$ cat src/rtl/lsu_pkg.sv
// Shared constants, state encoding and access-legality decode for the
// load/store initiator.
package lsu_pkg;

  localparam logic [2:0] F3_B  = 3'b000;
  localparam logic [2:0] F3_H  = 3'b001;
  localparam logic [2:0] F3_W  = 3'b010;
  localparam logic [2:0] F3_BU = 3'b100;
  localparam logic [2:0] F3_HU = 3'b101;

  typedef enum logic [2:0] {
    ST_IDLE,
    ST_RD,
    ST_WR,
    ST_RESP,
    ST_ERR
  } lsu_state_t;

  // High when the access must be rejected without touching memory.
  function automatic logic access_fault(input logic       we,
                                        input logic [2:0] f3,
                                        input logic [1:0] addr_lo);
    logic bad;
    bad = 1'b0;
    if (we) begin
      bad = !(f3 == F3_B || f3 == F3_H || f3 == F3_W);
    end else begin
      bad = (f3 == 3'b011 || f3 == 3'b110 || f3 == 3'b111);
    end
    if ((f3 == F3_H || f3 == F3_HU) && addr_lo[0]) begin
      bad = 1'b1;
    end
    if (f3 == F3_W && addr_lo != 2'b00) begin
      bad = 1'b1;
    end
    return bad;
  endfunction

endpackage

$ cat src/rtl/lsu_align.sv
// Byte/halfword lane handling: load extraction with extension, and store
// merge of a narrow value into the containing word.
module lsu_align
  import lsu_pkg::*;
(
  input  logic [2:0]  funct3,
  input  logic [1:0]  addr_lo,
  input  logic [31:0] load_word,
  input  logic [31:0] old_word,
  input  logic [31:0] wdata,
  output logic [31:0] load_data,
  output logic [31:0] store_word
);

  function automatic logic [31:0] extract_lane(input logic [2:0]  f3,
                                               input logic [1:0]  a,
                                               input logic [31:0] w);
    logic [7:0]  b;
    logic [15:0] h;
    logic [31:0] r;
    b = w[{a, 3'b000} +: 8];
    h = w[{a[1], 4'b0000} +: 16];
    case (f3)
      F3_B:    r = {{24{b[7]}}, b};
      F3_BU:   r = {24'h000000, b};
      F3_H:    r = {{16{h[15]}}, h};
      F3_HU:   r = {16'h0000, h};
      default: r = w;
    endcase
    return r;
  endfunction

  function automatic logic [31:0] merge_lane(input logic [2:0]  f3,
                                             input logic [1:0]  a,
                                             input logic [31:0] old_w,
                                             input logic [31:0] d);
    logic [31:0] r;
    r = old_w;
    case (f3)
      F3_B:    r[{a, 3'b000} +: 8] = d[7:0];
      F3_H:    r[{a[1], 4'b0000} +: 16] = d[15:0];
      default: r = d;
    endcase
    return r;
  endfunction

  assign load_data  = extract_lane(funct3, addr_lo, load_word);
  assign store_word = merge_lane(funct3, addr_lo, old_word, wdata);

endmodule

$ cat src/rtl/lsu_mem_master.sv
// Single-outstanding RV32I load/store initiator driving a word-organised RAM;
// narrow stores are read-modify-write of the containing word.
module lsu_mem_master
  import lsu_pkg::*;
#(
  parameter int AW = 10
) (
  input  logic          CLK,
  input  logic          RESET,
  input  logic          REQ,
  input  logic          WE,
  input  logic [2:0]    FUNCT3,
  input  logic [31:0]   ADDR,
  input  logic [31:0]   WDATA,
  output logic          BUSY,
  output logic          DONE,
  output logic          ERROR,
  output logic [31:0]   RDATA,
  output logic          MEM_READ,
  output logic          MEM_WRITE,
  output logic [AW-1:0] MEM_ADDRESS,
  output logic [31:0]   MEM_WDATA,
  input  logic [31:0]   MEM_RDATA
);

  lsu_state_t state_q, state_d;

  logic          we_q;
  logic [2:0]    f3_q;
  logic [AW+1:0] addr_q;
  logic [31:0]   wdata_q;
  logic [31:0]   word_q;
  logic [31:0]   rdata_q;
  logic [31:0]   load_data;
  logic [31:0]   merged_word;
  logic          accept;
  logic          unused_addr_hi;

  // Addresses wrap: bits above the RAM's byte range are dropped.
  assign unused_addr_hi = ^ADDR[31:AW+2];

  assign accept = (state_q == ST_IDLE) && REQ;

  lsu_align u_align (
    .funct3     (f3_q),
    .addr_lo    (addr_q[1:0]),
    .load_word  (MEM_RDATA),
    .old_word   (word_q),
    .wdata      (wdata_q),
    .load_data  (load_data),
    .store_word (merged_word)
  );

  always_ff @(posedge CLK) begin
    if (RESET) begin
      state_q <= ST_IDLE;
    end else begin
      state_q <= state_d;
    end
  end

  always_comb begin
    state_d = state_q;
    case (state_q)
      ST_IDLE: begin
        if (REQ) begin
          if (access_fault(WE, FUNCT3, ADDR[1:0])) begin
            state_d = ST_ERR;
          end else if (!WE || FUNCT3 != F3_W) begin
            state_d = ST_RD;
          end else begin
            state_d = ST_WR;
          end
        end
      end
      ST_RD:   state_d = we_q ? ST_WR : ST_RESP;
      ST_WR:   state_d = ST_RESP;
      ST_RESP: state_d = ST_IDLE;
      ST_ERR:  state_d = ST_IDLE;
      default: state_d = ST_IDLE;
    endcase
  end

  // Request latch and the word captured during RD carry no reset; they are
  // only observed through state-qualified outputs.
  always_ff @(posedge CLK) begin
    if (accept) begin
      we_q    <= WE;
      f3_q    <= FUNCT3;
      addr_q  <= ADDR[AW+1:0];
      wdata_q <= WDATA;
    end
    if (state_q == ST_RD) begin
      word_q <= MEM_RDATA;
    end
  end

  // Load result is formed while leaving RD so it is already valid with DONE.
  always_ff @(posedge CLK) begin
    if (RESET) begin
      rdata_q <= '0;
    end else if (state_q == ST_RD && !we_q) begin
      rdata_q <= load_data;
    end
  end

  assign RDATA = rdata_q;

  always_comb begin
    BUSY        = (state_q != ST_IDLE);
    DONE        = 1'b0;
    ERROR       = 1'b0;
    MEM_READ    = 1'b0;
    MEM_WRITE   = 1'b0;
    MEM_ADDRESS = '0;
    MEM_WDATA   = '0;
    case (state_q)
      ST_RD: begin
        MEM_READ    = 1'b1;
        MEM_ADDRESS = addr_q[AW+1:2];
      end
      ST_WR: begin
        MEM_WRITE   = 1'b1;
        MEM_ADDRESS = addr_q[AW+1:2];
        MEM_WDATA   = (f3_q == F3_W) ? wdata_q : merged_word;
      end
      ST_RESP: begin
        DONE = 1'b1;
      end
      ST_ERR: begin
        DONE  = 1'b1;
        ERROR = 1'b1;
      end
      default: ;
    endcase
  end

endmodule

$ cat config.mk
export PLATFORM = sky130hd
export DESIGN_NAME = lsu_mem_master
export DESIGN_NICKNAME = d
export VERILOG_FILES = /design/src/rtl/lsu_pkg.sv /design/src/rtl/lsu_align.sv /design/src/rtl/lsu_mem_master.sv
export SDC_FILE = /design/constraint.sdc
export NUM_CORES = 1
export LEC_CHECK = 0
export CORE_MARGIN = 2
export CORE_UTILIZATION = 46
export DETAILED_ROUTE_END_ITERATION = 7
export PLACE_DENSITY_LB_ADDON = 0.1
export SLEW_MARGIN = 15
export SYNTH_ARGS = -nofsm -noshare
export SYNTH_HDL_FRONTEND = slang
export SYNTH_SLANG_ARGS = --single-unit
$ cat constraint.sdc
create_clock -name CLK -period 3.6 [get_ports CLK]
set_input_delay 0.9 -clock CLK [delete_from_list [all_inputs] [get_ports CLK]]
set_output_delay 0.9 -clock CLK [all_outputs]
set_load 0.05 [all_outputs]
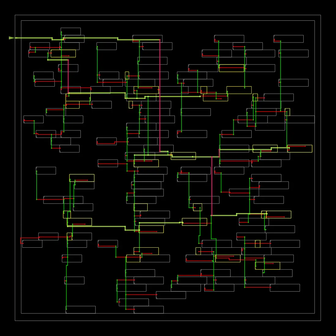
(clock nets)
Flop Count: 115
Clk. pwr: 0.00153 W
clkbuf count: 23
Latency at later pin: 0.41 ns

==> summary.txt <==
run metrics: status completed, clk slew on worst S/H paths 0.05 ns, TritonCTS clock tree yes, wire per inst 19.7 um, maximum operating frequency 288 MHz, FF-to-FF setup slack 1.59 ns, sw frac 0.263, power of the sequential group 0.00155 W, io pins 182, Final GP Congestion 0.835, NonClk Buf Share 0.254, Reg-to-Reg End state_q[0]$_SDFFE_PP0P_, Non-clk invs 7, met3 WL 1470 um, Highest Signal Layer met4, maximum vdd drop 0.316 mV, Post-Synth AOI/OAI Area 0.176, antenna violations before repair 0, WS Path Type reg -> out, NetSw 0.000971 W, fill count 920, Met1 Wirelength 6890 um, top-count cell post-synth edfxtp_1, worst-path cell chain inv_2 > ha_1 > or4b_1 > nand3_2 > a22oi_1 > nor2_1 > buf_12, met2 wire len 7590 um, post-CTS setup buffers 1, Init Core Util 0.466, sequential-to-total area share from yosys stat 0.562, Clock-cell share 0.0675, Ys Warns 0
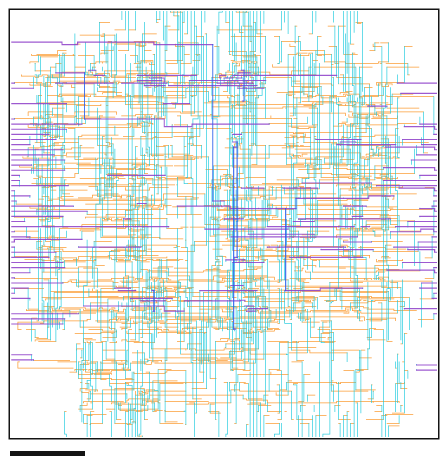
(metal layers overlaid)
Scale bar: 20 um.
Key: met1 = orange [wire length 6890 um]; met2 = cyan [wire length 7590 um]; met4 = blue [wire length 171 um]; met3 = purple [wire length 1470 um]

Power figures rest on the tool's default switching activity, not on a simulated workload.
